### src/rtl/alu.sv
// 32-bit registered ALU with NZCV flags, one cycle latency.
// Shifter (LSL/LSR/ASR/ROR on 8-B) is built only when ALU_SHIFT_EN is defined.
module alu (
  input  logic        clk,
  input  logic        reset_n,
  input  logic [31:0] a,
  input  logic [31:0] b,
  input  logic [3:0]  op,
  output logic [31:0] ALU_result,
  output logic        flag_n,
  output logic        flag_z,
  output logic        flag_c,
  output logic        flag_v
);

  logic [32:0] w_sum;
  logic [31:0] w_res;
  logic        w_c;
  logic        w_v;

`ifdef ALU_SHIFT_EN
  logic [4:0]  w_amt;
  logic [32:0] w_lsl;
  logic [32:0] w_lsr;
  logic [32:0] w_asr;
  logic [31:0] w_ror;

  // Extra guard bit catches the last bit shifted out; it stays 0 for amt 0.
  assign w_amt = b[4:0];
  assign w_lsl = {1'b0, a} << w_amt;
  assign w_lsr = {a, 1'b0} >> w_amt;
  assign w_asr = $signed({a, 1'b0}) >>> w_amt;
  assign w_ror = 32'({a, a} >> w_amt);
`endif

  always_comb begin
    w_sum = '0;
    w_res = '0;
    w_c   = 1'b0;
    w_v   = 1'b0;
    case (op)
      4'h1: w_res = ~a;
      4'h2: w_res = a & b;
      4'h3: w_res = a | b;
      4'h4: w_res = a ^ b;
      4'h5: w_res = ~(a ^ b);
      4'h6: begin
        w_sum = {1'b0, a} + {1'b0, b};
        w_res = w_sum[31:0];
        w_c   = w_sum[32];
        w_v   = (a[31] == b[31]) && (w_sum[31] != a[31]);
      end
      4'h7: begin
        w_sum = {1'b0, a} + {1'b0, ~b} + 33'd1;
        w_res = w_sum[31:0];
        w_c   = w_sum[32];
        w_v   = (a[31] != b[31]) && (w_sum[31] != a[31]);
      end
`ifdef ALU_SHIFT_EN
      4'h8: begin
        w_res = w_lsl[31:0];
        w_c   = w_lsl[32];
      end
      4'h9: begin
        w_res = w_lsr[32:1];
        w_c   = w_lsr[0];
      end
      4'hA: begin
        w_res = w_asr[32:1];
        w_c   = w_asr[0];
      end
      4'hB: begin
        w_res = w_ror;
        w_c   = (w_amt != 5'd0) && w_ror[31];
      end
`endif
      default: w_res = '0;
    endcase
  end

  always_ff @(posedge clk) begin
    if (!reset_n) begin
      ALU_result <= '0;
      flag_n     <= 1'b0;
      flag_z     <= 1'b1;
      flag_c     <= 1'b0;
      flag_v     <= 1'b0;
    end else begin
      ALU_result <= w_res;
      flag_n     <= w_res[31];
      flag_z     <= (w_res == 32'h0);
      flag_c     <= w_c;
      flag_v     <= w_v;
    end
  end

endmodule

### config.mk
export PLATFORM = sky130hd
export DESIGN_NAME = alu
export DESIGN_NICKNAME = d
export VERILOG_FILES = /design/src/rtl/alu.sv
export SDC_FILE = /design/constraint.sdc
export NUM_CORES = 1
export LEC_CHECK = 0
export CAP_MARGIN = 20
export CORE_ASPECT_RATIO = 1.2
export CORE_MARGIN = 8
export CORE_UTILIZATION = 45
export DETAILED_ROUTE_END_ITERATION = 10
export PLACE_DENSITY = 0.74
export SLEW_MARGIN = 20
export SYNTH_ARGS = -nofsm -noshare
export SYNTH_HDL_FRONTEND = slang
export SYNTH_SLANG_ARGS = --single-unit
### constraint.sdc
create_clock -name clk -period 6.26 [get_ports clk]
set_input_delay 1.252 -clock clk [delete_from_list [all_inputs] [get_ports clk]]
set_output_delay 1.252 -clock clk [all_outputs]
set_load 0.01 [all_outputs]
==> images/met1.png <==
Bar = 50 um.
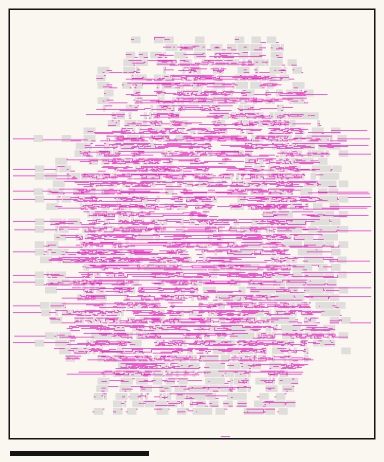
- wire length on this layer: 9970 um
- longest straight run: 41.9 um
- share of all routed wire: 40%

==> images/met2.png <==
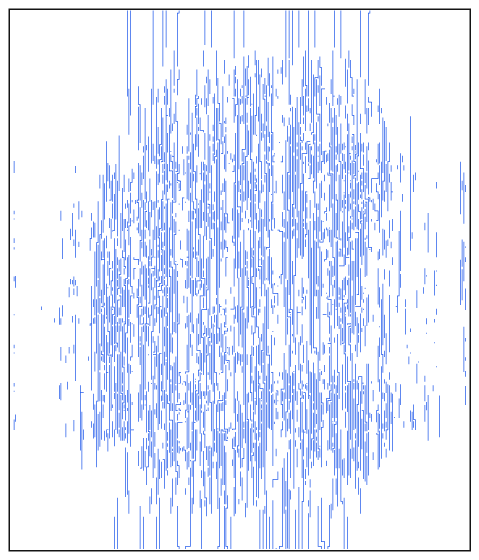
- longest straight run: 46.4 um
- wire length on this layer: 12000 um
- nets with wire on the layer: 973
- main direction: vertical
- share of all routed wire: 48%

==> reports/qor.yml <==
run_status:
  status: "completed"
power_and_ir_drop:
  ir_worst_vdd_mv: 0.1135
  pg_comb_uw: 684
  p_seq_frac: 0.203
  power_switching_uw: 508.4
placed_design:
  place_congestion: 1.040
  dpl-instance-area_um2: 8207
final_layout:
  final_nets: 1221
  flop-count: 35
  n_fill_cell: 1564
  largest_reg_flops: 32
  clk_share: 0.02017
  lay_top_count: "ha_1"
timing:
  holdWs_ns: 1.658
  relSlewSlack: 0.3709
  fin_setup_tns_ns: 0
  layout_setup_ws_ns: 0.9906
  period_needed_ns: 5.269
  setup_violations: 0
synthesis:
  yosys-top-cells-area: "ha_1 19%, dfxtp_1 9.9%, a21oi_1 5.0%"
  ys_area_um2: 7093
  top_area_frac: 0.1852
  synth_area_um2: 7093
  netlist_top_cells_count: "105 x ha_1, 94 x inv_1, 92 x nor2_1, 71 x a21oi_1, 71 x nand2_1"
clocking:
  clk_pin_slew_worst_paths_ns: 0.06
  cts_buffer_depth: 2
  htree_levels: 2
  cts_resized: 0
routing:
  ant_nets: 0
  finalWirelength_um: 24980
  routed-wl-met2_um: 12020
floorplan:
  initCoreUtil: 0.4572
  core_region_area_um2: 15510
  io-pin-count: 106
global_routing:
  grt_max_degree: 57
  met1_usage: 0.3007
job:
  log.warning_count: 99
  drv_cap: 0
worst_setup_path:
  max_stage_delay_ns: 0.67
  critPathKind: "primary input to register"
  cp_max_fo: 13
  crit_start: "a[12]"
[stage by stage]
| step | std cells | utilization | total power, uW |
|---|---|---|---|
| floorplan | 981 | - | 699.0 |
| global placement | 1245 | 0.5290 | 909.0 |
| detailed placement | 1245 | 0.5290 | 914.9 |
| CTS | 1253 | 0.5398 | 1200 |
| global route | 1253 | 0.5398 | 1280 |
| finish | 1253 | 0.5398 | 1211 |
[worst paths after layout]
path	endpoint	slack, ns	cells after the start
max	flag_z	0.99	14
min	ALU_result[0]	1.66	4
[logic make-up after synthesis]
kind of cell | Yosys count | synth area share
buf+inv | 164 | 0.09649
fa+ha+maj | 107 | 0.1909
xor+xnor | 17 | 0.02099
compound gates | 319 | 0.3339
flops | 35 | 0.09878
mux | 35 | 0.04992
simple gates | 304 | 0.2090
Power and IR drop assume default switching activity.
